Run 1, close-up of the layout:
Window x 52 to 77, y 2 to 27 um. Cells in grey, sequential cells in the stronger grey; small squares are vias.
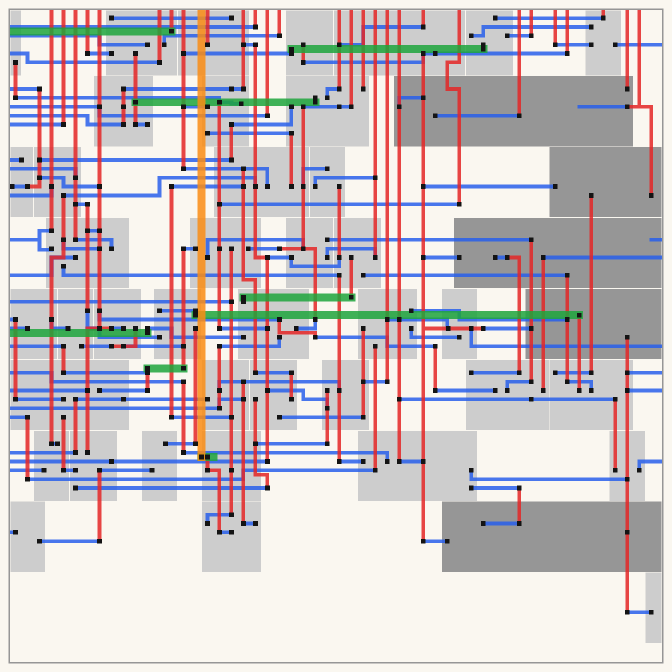
Run 1, power grid:
Bar = 20 um. Pins as bars on the die edge. Tap cells in grey.
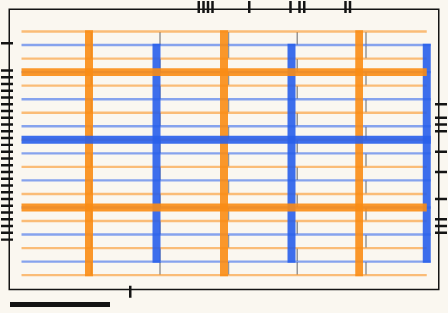
Run 1, sequential cells coloured by netlist name:
Other sequential cells in the stronger grey, the rest of the logic in the fainter grey.
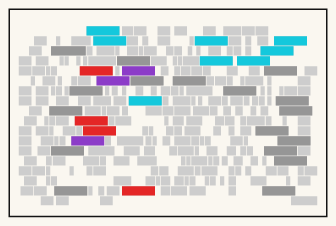
Run 1, routing congestion:
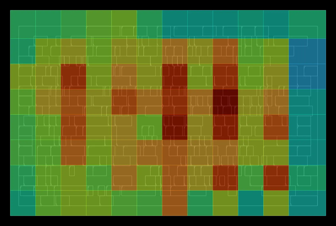
**src/rtl/alu_share_ctrl_if.sv**
```systemverilog
// Requester/consumer bundle for alu_share_ctrl: two operand ports,
// the grant pulses and the result handshake.
interface alu_share_ctrl_if;
    logic       req0;
    logic       req1;
    logic [3:0] a0;
    logic [3:0] b0;
    logic [3:0] a1;
    logic [3:0] b1;
    logic [2:0] op0;
    logic [2:0] op1;
    logic       grant0;
    logic       grant1;
    logic       res_valid;
    logic       res_ready;
    logic [7:0] result;
    logic       res_id;
    logic       busy;
    logic [7:0] op_count;

    modport master (
        output req0, req1, a0, b0, a1, b1, op0, op1, res_ready,
        input  grant0, grant1, res_valid, result, res_id, busy, op_count
    );

    modport slave (
        input  req0, req1, a0, b0, a1, b1, op0, op1, res_ready,
        output grant0, grant1, res_valid, result, res_id, busy, op_count
    );
endinterface

```
**src/rtl/alu_share_ctrl.sv**
```systemverilog
// Round-robin sequencer sharing one 4-bit ALU between two requesters;
// result is registered and held behind a valid/ready handshake.
module alu_share_ctrl (
    input  logic             clk,
    input  logic             resetn,
    alu_share_ctrl_if.slave  bus
);
    localparam int unsigned OPND_W = 4;
    localparam int unsigned OP_W   = 3;
    localparam int unsigned RES_W  = 8;
    localparam int unsigned CNT_W  = 8;

    typedef enum logic [1:0] {
        S_IDLE = 2'd0,
        S_EXEC = 2'd1,
        S_HOLD = 2'd2
    } state_e;

    state_e              state_q, state_d;
    logic [OPND_W-1:0]   a_q, a_d;
    logic [OPND_W-1:0]   b_q, b_d;
    logic [OP_W-1:0]     op_q, op_d;
    logic                id_q, id_d;
    logic                last_q, last_d;
    logic [RES_W-1:0]    result_q, result_d;
    logic                res_id_q, res_id_d;
    logic [CNT_W-1:0]    cnt_q, cnt_d;

    logic                grant0_c, grant1_c;
    logic                busy_c, valid_c;
    logic                handshake_c;

    function automatic logic [RES_W-1:0] alu_f(
        input logic [OPND_W-1:0] a,
        input logic [OPND_W-1:0] b,
        input logic [OP_W-1:0]   op
    );
        logic [RES_W-1:0] r;
        r = '0;
        unique case (op)
            3'b111:  r = RES_W'(5'(a) + 5'(b));
            3'b110:  r = RES_W'(a) + RES_W'(b);
            3'b101:  r = {~(a | b), ~(a & b)};
            3'b100:  r = ((a != '0) || (b != '0)) ? 8'hC0 : 8'h00;
            3'b011:  r = (($countones(a) == 2) && ($countones(b) == 3)) ? 8'h3F : 8'h00;
            3'b010:  r = {b, ~a};
            3'b001:  r = {a ^ b, ~(a ^ b)};
            default: r = 8'h00;
        endcase
        return r;
    endfunction

    // State register
    always_ff @(posedge clk or negedge resetn) begin
        if (!resetn) state_q <= S_IDLE;
        else         state_q <= state_d;
    end

    // Next-state logic
    always_comb begin
        state_d = state_q;
        unique case (state_q)
            S_IDLE:  if (grant0_c || grant1_c) state_d = S_EXEC;
            S_EXEC:  state_d = S_HOLD;
            S_HOLD:  if (bus.res_ready) state_d = S_IDLE;
            default: state_d = S_IDLE;
        endcase
    end

    // FSM outputs; grants are gated by reset so none escape while it is held
    always_comb begin
        grant0_c = 1'b0;
        grant1_c = 1'b0;
        busy_c   = (state_q != S_IDLE);
        valid_c  = (state_q == S_HOLD);
        if ((state_q == S_IDLE) && resetn) begin
            grant0_c = bus.req0 && (!bus.req1 || last_q);
            grant1_c = bus.req1 && (!bus.req0 || !last_q);
        end
    end

    assign handshake_c = valid_c && bus.res_ready;

    // Operand capture, execute and completion counting
    always_comb begin
        a_d      = a_q;
        b_d      = b_q;
        op_d     = op_q;
        id_d     = id_q;
        last_d   = last_q;
        result_d = result_q;
        res_id_d = res_id_q;
        cnt_d    = cnt_q;
        if (grant0_c) begin
            a_d    = bus.a0;
            b_d    = bus.b0;
            op_d   = bus.op0;
            id_d   = 1'b0;
            last_d = 1'b0;
        end else if (grant1_c) begin
            a_d    = bus.a1;
            b_d    = bus.b1;
            op_d   = bus.op1;
            id_d   = 1'b1;
            last_d = 1'b1;
        end
        if (state_q == S_EXEC) begin
            result_d = alu_f(a_q, b_q, op_q);
            res_id_d = id_q;
        end
        if (handshake_c) cnt_d = cnt_q + CNT_W'(1);
    end

    always_ff @(posedge clk or negedge resetn) begin
        if (!resetn) begin
            a_q      <= '0;
            b_q      <= '0;
            op_q     <= '0;
            id_q     <= 1'b0;
            last_q   <= 1'b1;
            result_q <= '0;
            res_id_q <= 1'b0;
            cnt_q    <= '0;
        end else begin
            a_q      <= a_d;
            b_q      <= b_d;
            op_q     <= op_d;
            id_q     <= id_d;
            last_q   <= last_d;
            result_q <= result_d;
            res_id_q <= res_id_d;
            cnt_q    <= cnt_d;
        end
    end

    assign bus.grant0    = grant0_c;
    assign bus.grant1    = grant1_c;
    assign bus.busy      = busy_c;
    assign bus.res_valid = valid_c;
    assign bus.result    = result_q;
    assign bus.res_id    = res_id_q;
    assign bus.op_count  = cnt_q;
endmodule

```
**src/flat_wrapper.sv**
```systemverilog
// flat-port wrapper written by rule: the top's interface ports become plain ports
module alu_share_ctrl_flat 
  (clk, resetn, bus_req0, bus_req1, bus_a0, bus_b0, bus_a1, bus_b1, bus_op0, bus_op1, bus_res_ready, bus_grant0, bus_grant1, bus_res_valid, bus_result, bus_res_id, bus_busy, bus_op_count);
  alu_share_ctrl_if bus_i ();
  input  logic clk;
  input  logic resetn;
  input wire logic [$bits(bus_i.req0)-1:0] bus_req0;
  input wire logic [$bits(bus_i.req1)-1:0] bus_req1;
  input wire logic [$bits(bus_i.a0)-1:0] bus_a0;
  input wire logic [$bits(bus_i.b0)-1:0] bus_b0;
  input wire logic [$bits(bus_i.a1)-1:0] bus_a1;
  input wire logic [$bits(bus_i.b1)-1:0] bus_b1;
  input wire logic [$bits(bus_i.op0)-1:0] bus_op0;
  input wire logic [$bits(bus_i.op1)-1:0] bus_op1;
  input wire logic [$bits(bus_i.res_ready)-1:0] bus_res_ready;
  output wire logic [$bits(bus_i.grant0)-1:0] bus_grant0;
  output wire logic [$bits(bus_i.grant1)-1:0] bus_grant1;
  output wire logic [$bits(bus_i.res_valid)-1:0] bus_res_valid;
  output wire logic [$bits(bus_i.result)-1:0] bus_result;
  output wire logic [$bits(bus_i.res_id)-1:0] bus_res_id;
  output wire logic [$bits(bus_i.busy)-1:0] bus_busy;
  output wire logic [$bits(bus_i.op_count)-1:0] bus_op_count;
  assign bus_i.req0 = bus_req0;
  assign bus_i.req1 = bus_req1;
  assign bus_i.a0 = bus_a0;
  assign bus_i.b0 = bus_b0;
  assign bus_i.a1 = bus_a1;
  assign bus_i.b1 = bus_b1;
  assign bus_i.op0 = bus_op0;
  assign bus_i.op1 = bus_op1;
  assign bus_i.res_ready = bus_res_ready;
  assign bus_grant0 = bus_i.grant0;
  assign bus_grant1 = bus_i.grant1;
  assign bus_res_valid = bus_i.res_valid;
  assign bus_result = bus_i.result;
  assign bus_res_id = bus_i.res_id;
  assign bus_busy = bus_i.busy;
  assign bus_op_count = bus_i.op_count;
  alu_share_ctrl u_core (.clk(clk), .resetn(resetn), .bus(bus_i));
endmodule
```
**config.mk**
```make
export PLATFORM = sky130hd
export DESIGN_NAME = alu_share_ctrl_flat
export DESIGN_NICKNAME = d
export VERILOG_FILES = /design/src/rtl/alu_share_ctrl_if.sv /design/src/rtl/alu_share_ctrl.sv /design/src/flat_wrapper.sv
export SDC_FILE = /design/constraint.sdc
export NUM_CORES = 1
export LEC_CHECK = 0
export ABC_CLOCK_PERIOD_IN_PS = 6400
export CAP_MARGIN = 25
export CORE_AREA = 2 2 84 54
export DETAILED_ROUTE_END_ITERATION = 8
export DIE_AREA = 0 0 86 56
export GPL_TIMING_DRIVEN = 0
export PLACE_DENSITY = 0.82
export SLEW_MARGIN = 20
export SYNTH_ARGS = -nofsm -noshare
export SYNTH_HDL_FRONTEND = slang
export SYNTH_SLANG_ARGS = --single-unit
```
**constraint.sdc**
```tcl
create_clock -name clk -period 6.4 [get_ports clk]
set_clock_uncertainty 0.15 [all_clocks]
set_input_delay 0.96 -clock clk [delete_from_list [all_inputs] [get_ports clk]]
set_output_delay 0.96 -clock clk [all_outputs]
set_load 0.01 [all_outputs]
```
==> impl_metrics.yaml, run 1 <==
# yosys + openroad results
status:
  outcome: "complete, no violations"
final_timing:
  rsz0062_at_grt: "no"
  finalClockPeriodUsage_pct: 62.7
  finalWorstPathRequiredPeriod_ps: 4020
  max_clock_freq_mhz: 249
  max-slew-margin-rel_pct: 69.7
  number_of_endpoints_with_negative_hold_slack_in_the_final_report: 0
  worst_hold_slack_ps: 322
  timing_worst_slew_pin_value_ps: 455
  finalSetupViolCount: 0
  post-route-worst-setup-slack_ps: 2380
  finalSetupTns_ps: 0
clock_tree:
  clock_latency_ps: 290
  cts_htree_levels: 2
  cts-root-to-sink-buffers: 2
  root_buffer_cell: "clkbuf_8"
  cts.sink_count: 32
  post-cts-setup-buffers: 0
  cts_resized: 0
  cts-buffers-inserted: 5
  cts.hold.buffers_added: 0
  tritoncts: "yes"
routing:
  drt.antenna.violating_nets: 0
  route.vias.total: 1797
  drt_iter0_markers: 134
  routed_wire_length_per_instance_um: 15.6
  drtPass1Iterations: 4
  drcViolationCount: 0
yosys:
  synth.yosys.warnings: 0
  asyncSetResetFlopFracSynth_pct: 100
  postSynth.topFlopCell: "dfrtp_1"
  synth_area_um2: 2080
  post_synth_most_frequent_cells: "dfrtp_1 (31), ha_1 (19)"
  yosys-stat-area_um2: 2080
  synth_top_cell_by_count: "dfrtp_1"
  synth-seq-area-share_pct: 38.5
  syn_inst: 217
  synth_top_area_share_pct: 37.2
  synth-edff-count: 0
  synth.net_count: 266
  synth_cell_types: 43
  syn-mean-instance-area_um2: 9.60
  yosys-top-cells-area: "dfrtp_1 (37%), ha_1 (11%), mux2i_1 (5.8%)"
  largest_area_cell: "dfrtp_1"
  synth_stat.cells: 217
place:
  pre_cts_ws_ps: 2380
  place.gp.congestion: 0.890
  place_hpwl_mm: 3.98
  placement.io_buffers: 47
  dpl-instance-area_um2: 2630
setup_path:
  timing.critical_path.arrival_ps: 2910
  timing.critical_path.fanout_max: 10
  endpoint: "bus_grant0"
  crit-reg2reg-launch: "u_core.a_q[1]"
  required_worst_endpoint_ps: 5290
  setup.worst_path.class: "in2out"
  crit-reg2reg-capture: "u_core.bus.result[0]"
  worstSetupPathDepth: 6
  timing.critical_path.to_type: "primary output"
  timing.reg2reg.worst_path_depth: 8
  path_cells: "clkdlybuf4s50_1 -> inv_1 -> o2111ai_2 -> clkbuf_1 -> inv_1 -> clkdlybuf4s50_1"
  timing.critical_path.slowest_cell_delay_ps: 540
  ff2ff_setup_slack_ps: 3590
  setup.worst_path.start_class: "input port"
  critical_path.slowest_cell: "clkdlybuf4s50_1"
finish:
  area.growth.synth_to_final_pct: 30.8
  antenna_cells_inserted: 0
  drive_gt1_share_pct: 8.79
  layout_top_cells_excl_fill_tap: "clkdlybuf4s50_1 (46), dfrtp_1 (31), ha_1 (19)"
  mostFrequentLayoutCell: "clkdlybuf4s50_1"
  summed_area_of_non_filler_cells_in_the_final_layout_um2: 2720
  filler_cell_count: 331
  layout.nets: 321
global_routing:
  grt.total_usage_pct: 23.6
  initial_antenna_violation_count: 0
  first_global_vias: 1828
  grt_pass1_wl_mm: 8.85
min_path:
  hold_crit_path_type: "in2async"
power_and_ir_drop:
  p_leak_nw: 1.27
  power-per-cell-area_nw_per_um2: 497
floorplan:
  boundaryPins: 48
  chip_area_um2: 4820
  num_rows: 18
  fp-utilization_pct: 52.3
run:
  max_cap_viol_count: 0
  warnings: 34
Notes on 'close-up of the layout' above:
legend:
  metal 1:
    colour: blue
  metal 4:
    colour: orange
  metal 2:
    colour: red
  metal 3:
    colour: green
netlist names of flops here include: `u_core.bus.result` (4)
sequential cells in the window: 4
cells with their middle in the window: 40
most frequent: o21ai_0 (6), inv_1 (4), dfrtp_1 (4)

Notes on 'power grid' above:
legend:
  VSS:
    colour: orange
  VDD:
    colour: blue
met5 straps: 3
rows: 18
die extent in y: 56 um
Die X: 86 um
Core Region: 3990 um^2

Notes on 'sequential cells coloured by netlist name' above:
legend:
  `u_core.b_q`:
    colour: red
    placed_flops: 4
  `u_core.op_q`:
    colour: purple
    placed_flops: 3
  `u_core.bus.op_count`:
    colour: cyan
    placed_flops: 8
sequential fraction of total cell area: 29.4%
Sequential Power: 0.000391 W
FF+latch area: 802 um^2
core occupancy in the finished layout: 68.3%

Notes on 'routing congestion' above:
GR met2 Demand/Resource: 32.4%
met3 routing resource usage after global routing: 6.82%

-- run 1: flip-flops by register name, summed over array words and instances, names as in the netlist --
| signal | flops |
|---|---|
| u_core.state_q | 2 |
| u_core.a_q | 4 |
| u_core.id_q | 1 |
| u_core.b_q | 4 |
| u_core.op_q | 3 |
| u_core.bus.res_id | 1 |
| u_core.bus.result | 8 |
| u_core.bus.op_count | 8 |
| u_core.last_q | 1 |
-- run 1: stage by stage --
stage	instances	util (%)	power, W
floorplan	217	-	0.000905
global placement	314	65.6	0.00115
detailed placement	315	66.0	0.00119
CTS	323	68.3	0.00135
global route	323	68.3	0.00147
finish	323	68.3	0.00135
-- run 1: cell type report --
class | count | area, um^2 | area share, %
plain buffers | 8 | 41.3 | 1.52
clock inverters | 2 | 10.0 | 0.367
multi-input cells | 159 | 1170 | 43.0
inverters | 18 | 67.6 | 2.48
well taps | 50 | 62.6 | 2.30
clock buffers | 6 | 82.6 | 3.03
repair buffers | 48 | 485 | 17.8
flip-flops and latches | 32 | 802 | 29.4
-- run 1: power by group --
part	internal, W	switching, W	leakage [nW]
Combinational	0.000379	0.000422	0.835
Clock	0.0000857	0.0000755	0.0510
Sequential	0.000292	0.0000991	0.384
Total	0.000756	0.000596	1.27
-- run 1: layer usage --
| metal | share of wire, % | global-route usage [%] | routed length [um] |
|---|---|---|---|
| met1 | 50 | 35.1 | 2540 |
| met2 | 41 | 32.4 | 2060 |
| met3 | 7.7 | 6.82 | 390 |
| met4 | 1.1 | 8.16 | 53 |
| met5 | 0 | 0 | 0 |
-- run 1: cells by family after synthesis --
logic type	after synthesis	synth area share, %
DFF	32	38.5
buffers and inverters	26	5.23
muxes	12	5.77
adders and majority gates	22	14.3
AOI/OAI and AO/OA	49	15.8
and+or+nand+nor	69	17.5
xor gates and xnor gates	7	2.94
Run 1, metal layers overlaid:
Two of the layers only.
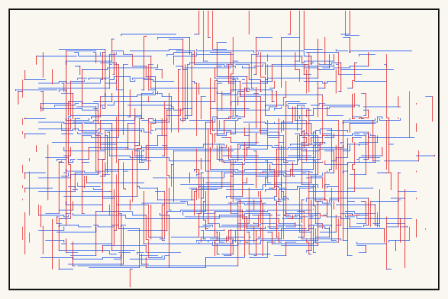

## Run 2: what changed since run 1
Settings changed: ABC_CLOCK_PERIOD_IN_PS 6400 to 4000, CORE_AREA 2 2 84 54 to 2 2 87 55, DIE_AREA 0 0 86 56 to 0 0 89 57, PLACE_DENSITY 0.82 to 0.78.
Clock period 6.4 ns to 4 ns, I/O delays scaled along.
Run 2, metal layers overlaid:
Two of the layers only.
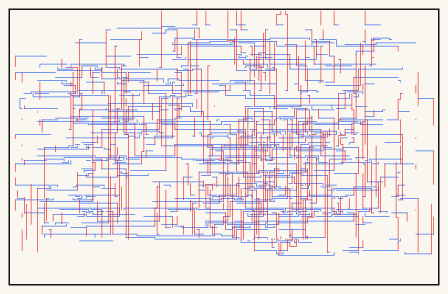
legend:
  metal 1:
    colour: blue
    wire_length: 2570 um
  metal 2:
    colour: red
    wire_length: 1870 um
Total Routed Length: 4.78 mm
total number of vias: 1763
GRT Resource Usage Total: 21.2%
routed length per placed instance: 14.2 um

Run 2, power grid:
Bar = 20 um. Pins as bars on the die edge. Tap cells in grey.
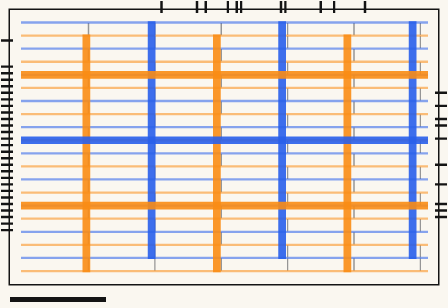
legend:
  VSS:
    colour: orange
  VDD:
    colour: blue
met1 rails: 20
tap cells: 63
signal pins: 48
met4 straps: 6
rows: 19
Die X: 89 um
Core Region: 4370 um^2

==> run 2 against run 1 <==
Die area grew 5.3%. Combinational power grew 57%. Utilization decreased by 5.7 points. Critical endpoint unchanged. Global-route usage down 2.4 points. Non-clock buffer count grew 1. Design area increased by 0.55%. Area after synthesis unchanged. Highest routed layer unchanged. Critical path type unchanged. Largest cell class unchanged. Sequential power increased by 59%.
==> impl_metrics.yaml, run 2 <==
# yosys + openroad results
status:
  outcome: "complete, no violations"
power_and_ir_drop:
  power-per-cell-area_nw_per_um2: 772
  p_leak_nw: 1.27
routing:
  drcViolationCount: 0
  drt_iter0_markers: 142
  drtPass1Iterations: 4
  drt.antenna.violating_nets: 0
final_timing:
  finalClockPeriodUsage_pct: 86.5
  post-route-worst-setup-slack_ps: 542
  finalSetupViolCount: 0
  number_of_endpoints_with_negative_hold_slack_in_the_final_report: 0
  finalWorstPathRequiredPeriod_ps: 3460
  rsz0062_at_grt: "no"
  max_clock_freq_mhz: 289
  worst_hold_slack_ps: 323
  slew_viol_final: 0
  finalSetupTns_ps: 0
  timing_worst_slew_pin_value_ps: 492
  max-slew-margin-rel_pct: 67.2
floorplan:
  chip_area_um2: 5070
  fp-utilization_pct: 47.6
  num_rows: 19
  boundaryPins: 48
finish:
  antenna_cells_inserted: 0
  layout.nets: 322
  finish.cell_count_without_fillers: 337
  layout_top_cells_excl_fill_tap: "clkdlybuf4s50_1 (46), dfrtp_1 (31), ha_1 (19)"
  drive_gt1_share_pct: 8.03
  area.growth.synth_to_final_pct: 31.5
  mostFrequentLayoutCell: "clkdlybuf4s50_1"
clock_tree:
  cts-root-to-sink-buffers: 2
  cts.sink_count: 32
  root_buffer_cell: "clkbuf_8"
  cts-buffers-inserted: 5
  clk_pin_slew_worst_paths_ps: 60
  clock_latency_ps: 280
  tritoncts: "yes"
  cts_htree_levels: 2
yosys:
  syn-mean-instance-area_um2: 9.60
  xor_area_share_pct: 2.94
  synth.yosys.warnings: 0
  synth.net_count: 266
  synth-edff-count: 0
  synth_area_um2: 2080
  syn_inst: 217
  largest_area_cell: "dfrtp_1"
  yosys-stat-area_um2: 2080
  post_synth_most_frequent_cells: "dfrtp_1 (31), ha_1 (19)"
  simple_gate_area_share_of_the_yosys_netlist_pct: 17.5
  ys_ff: 32
  asyncSetResetFlopFracSynth_pct: 100
  synth-seq-area-share_pct: 38.5
  mux_share_of_post_synthesis_cell_area_pct: 5.77
  synth_cell_types: 43
  synthAdderAreaFrac_pct: 14.3
  logic_family: "simple AND/OR/NAND/NOR gates"
  synth_top_cell_by_count: "dfrtp_1"
  aoi_share_pct: 15.8
  postSynth.topFlopCell: "dfrtp_1"
  synth_stat.cells: 217
  synth_top_area_share_pct: 37.2
  yosys-top-cells-area: "dfrtp_1 (37%), ha_1 (11%), mux2i_1 (5.8%)"
global_routing:
  first_global_vias: 1721
  grt_pass1_wl_mm: 8.32
  initial_antenna_violation_count: 0
place:
  place_inst: 328
  placement.io_buffers: 47
  place.gp.congestion: 0.930
  pre_cts_ws_ps: 744
  place_hpwl_mm: 3.83
run:
  warnings: 34
  max_cap_viol_count: 0
setup_path:
  setup.worst_path.start_class: "input port"
  required_worst_endpoint_ps: 3250
  timing.critical_path.fanout_max: 31
  critical_path.slowest_cell: "dlygate4sd3_1"
  timing.critical_path.slowest_cell_delay_ps: 530
  timing.critical_path.to_type: "primary output"
  timing.critical_path.arrival_ps: 2710
  path_cells: "dlygate4sd3_1 -> buf_2 -> buf_12 -> o2111ai_2 -> clkbuf_1 -> inv_1 -> clkdlybuf4s50_1"
  setup.worst_path.class: "in2out"
min_path:
  hold_crit_path_type: "reg2reg"
Run 2, sequential cells coloured by netlist name:
Other sequential cells in the stronger grey, the rest of the logic in the fainter grey.
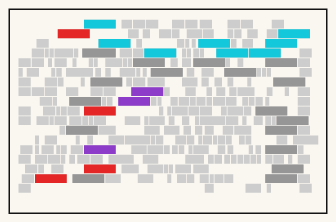
legend:
  `u_core.b_q`:
    colour: red
    placed_flops: 4
  `u_core.bus.op_count`:
    colour: cyan
    placed_flops: 8
  `u_core.op_q`:
    colour: purple
    placed_flops: 3
not coloured: 17
core occupancy in the finished layout: 62.6%
Sequential Power: 0.000621 W
sequential fraction of total cell area: 29.3%

## run 2: worst paths after layout
path	start	end	slack [ps]	cells after the start
worst max-delay path	resetn	bus_grant0	540	7
worst min register to register	u_core.bus.op_count[7]	u_core.bus.op_count[7]	320	1
min in group asynchronous	resetn	u_core.bus.result[2]	530	2
worst min-delay path	u_core.bus.op_count[7]	u_core.bus.op_count[7]	320	1
worst max register to register	u_core.a_q[1]	u_core.bus.result[5]	1210	8
max in group asynchronous	resetn	u_core.last_q	2730	3
## run 2: area by class of cell
cell class	count	area (um^2)
clock inverter	1	5.00
clock buffer	7	76.3
tap	63	78.8
buffer	8	41.3
sequential	32	802
inverter	18	67.6
fill	383	1640
timing repair buffer	49	495
multi-input combinational	159	1170
## run 2: through the flow
| stage | instance area (um^2) | utilization [%] | power [W] |
|---|---|---|---|
| after global placement | 2630 | 60.2 | 0.00185 |
| after CTS | 2740 | 62.6 | 0.00211 |
| after floorplan | 2080 | - | 0.00145 |
| final | 2740 | 62.6 | 0.00211 |
| after detailed placement | 2650 | 60.5 | 0.00188 |
| after global routing | 2740 | 62.6 | 0.00232 |
## run 2: repair_timing
| action | CTS | global route |
|---|---|---|
| endpoints found under the hold margin | 3 | 0 |
| setup buffers | 0 | 0 |
| hold buffers | 1 | 0 |
| resized | 0 | 0 |
## run 2: routing by layer
metal	share of wire (%)	wire length [um]	track usage [%]
met1	54	2570	35.4
met2	39	1870	27.4
met3	6.9	331	5.21
met4	0.25	12	4.48
met5	0	0	0
## run 2: report_power, final
group	internal, W	total (W)	switching (W)
Combinational	0.000603	0.00126	0.000661
Sequential	0.000467	0.000621	0.000154
Clock	0.000122	0.000229	0.000107
Power is estimated from default activity; no workload was simulated.
